Design rpn_evaluator, sky130hd; sources not shown.
Fig. 1: PDN straps and rails
Scale bar: 100 microns. Pins as bars on the die edge.
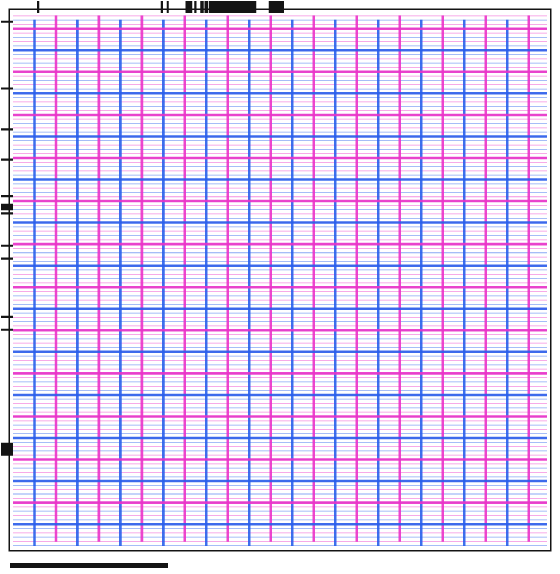
colour	net
magenta	VDD
blue	VSS
signal pins	73
met4 straps	24
rows	123
met1 rails	124
met5 straps	24
Die Span X: 341 microns
maximum vdd drop: 0.312 mV
core area: 113000 sq um

Fig. 2: placed cells, one colour a class
Scale bar: 100 microns.
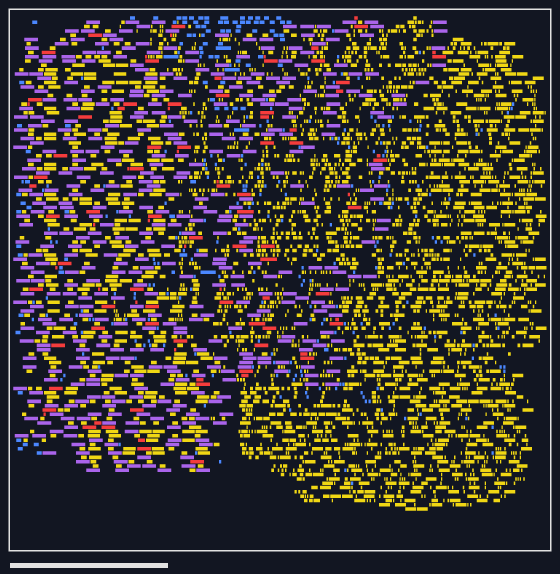
colour	class	cells	share of their area
blue	other buffers and delay cells	322	4.4%
purple	flip-flops	454	27%
red	clock drivers and dummy loads	94	4.2%
yellow	all other logic	3164	65%
Row Count: 123
Seq area share: 25.5%
final instance area: 44600 sq um
final core utilization: 39.5%

Fig. 3: clock network drawn from the DEF
Scale bar: 100 microns.
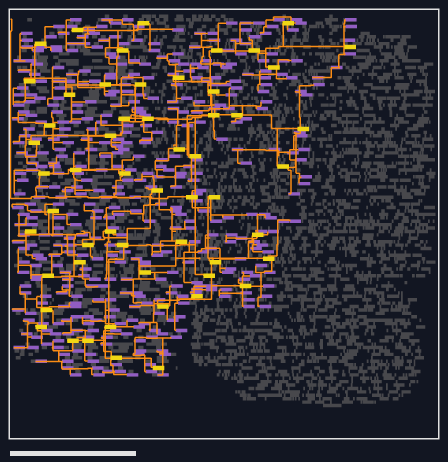
[yellow] cells driving clock nets | count: 55
[purple] flip-flops | count: 454
[orange] clock wires | length: 7260 microns
routed clock nets	56
Clk. pwr: 2.00 mW
Clock Power Share: 14.4%
clk latency late pin: 630 ps

==> job_summary.md <==
### Yosys + OpenROAD results

| Metric | Value |
|---|---|
| Status | finished clean |
| Clock Root Buffer | clkbuf_16 |
| CP delay by family, top | simple AND/OR/NAND/NOR gates |
| Tap Cells | approximately 1500 |
| Synth area leader | dfrtp_1 |
| DP Area | 42800 sq um |
| Synthesized Nets | 4463 |
| Comb power | approximately 9 mW |
| Simple share | approximately an eighth |
| Leakage power | slightly above 20 nW |
| Share of layout cells above drive strength 1 | 13.8% |
| Synthesized area | 40000 sq um |
| Ys flop type | dfrtp_1 |
| Net count, final | between 4000 and 5000 |
| Clock buf count | roughly 80 |
| Met3 Usage GRT | around 2.7% |
| Worst hold stages | 2 |
| Final hold vios | 0 |
| CTS H-tree lvls | 2 |
| Drt pass-1 iters | 6 |
| CTS Buf Count | roughly 55 |
| Total tool warning count | 32 |
| Crit path depth | 24 |
| Internal power | 6.57 mW |
| Yosys top cell area share | about 28% |
| Setup crit start kind | flip-flop |
| Leading cell kind | combinational gates |
| Worst path bufs/invs | 4 |
| Fillers | ~11000 |
| Most common cell on crit path | ha_1 |
| Number of global-route vias before repair | ~30000 |
| Comb area | approximately 26000 sq um |
| Fmax | 120 MHz |
| I/O pin count | 73 |
| RSZ-0062 raised after global routing | no |
| Max stage delay on crit path | 730 ps |
| Biggest consumer | combinational cells |
| Max Slew Vio Count | 0 |
| Met2 wire len | between 60000 and 70000 microns |
| GRT Max-Usage Layer | met2 |
| Tot Pwr | roughly 14 mW |
| CP Max Fanout | 10 |
| Non-CTS buffers | 322 |
| Setup TNS | 0 ps |
| Non-clk invs | a little over 500 |
| Most frequent cells after synthesis | nand2_1 (550), inv_1 (505), dfrtp_1 (454), fa_1 (374), mux2_2 (274) |
| Hold WC Path Type | flip-flop to flip-flop |
| Met1 usage | between 30 and 40% |
| Relative slew margins | between 10 and 15% |
| Ys flops | 454 |
| Wl on met1 | 63100 microns |
| Switching Power | 7.27 mW |
| Hold Slack | about 420 ps |
| DP Cell Count | roughly 5400 |
| Detailed Route Iter0 Violations | roughly 2100 |
| Pwr/cell area | ~310 nW/um^2 |
| DIE AREA | 116000 sq um |
| Placer Congestion | around 0.91 |
| Sequential Power Share | a little under 20% |
| Yosys Chip Area | around 40000 sq um |
| # diodes | 0 |
| Instance tally after logic synthesis | just under 4000 |
| Setup slack at placement | about 1800 ps |
| CP Data Arrival Time | about 8700 ps |
| Share of flip-flops with an asynchronous set or reset | 100% |
| Setup Viol. Count Final | 0 |
| Sw Ratio | 52.5% |
| DRC violations left | 0 |
| Top cell excl fill/tap | nand2_1 |
| WL final | 142000 microns |
| Adder Area Share | 24.5% |
| Count of cell types in the netlist | 73 |
| Area growth syn-to-layout | 11.5% |
| Vias per inst | approximately 5.3 |
| Worst-Margin Slew | around 1300 ps |
| # Cells Yosys | about 3900 |
| #MultiIn Comb | 2659 |
| Final min period | ~8300 ps |
| Mean post-synth cell area | 10.4 sq um |
| Maxcap violations | 0 |
| YS warnings | 0 |
| Setup ws final | about 1700 ps |
| Critical Path End Type | flip-flop |
Power figures rest on the tool's default switching activity, not on a simulated workload.
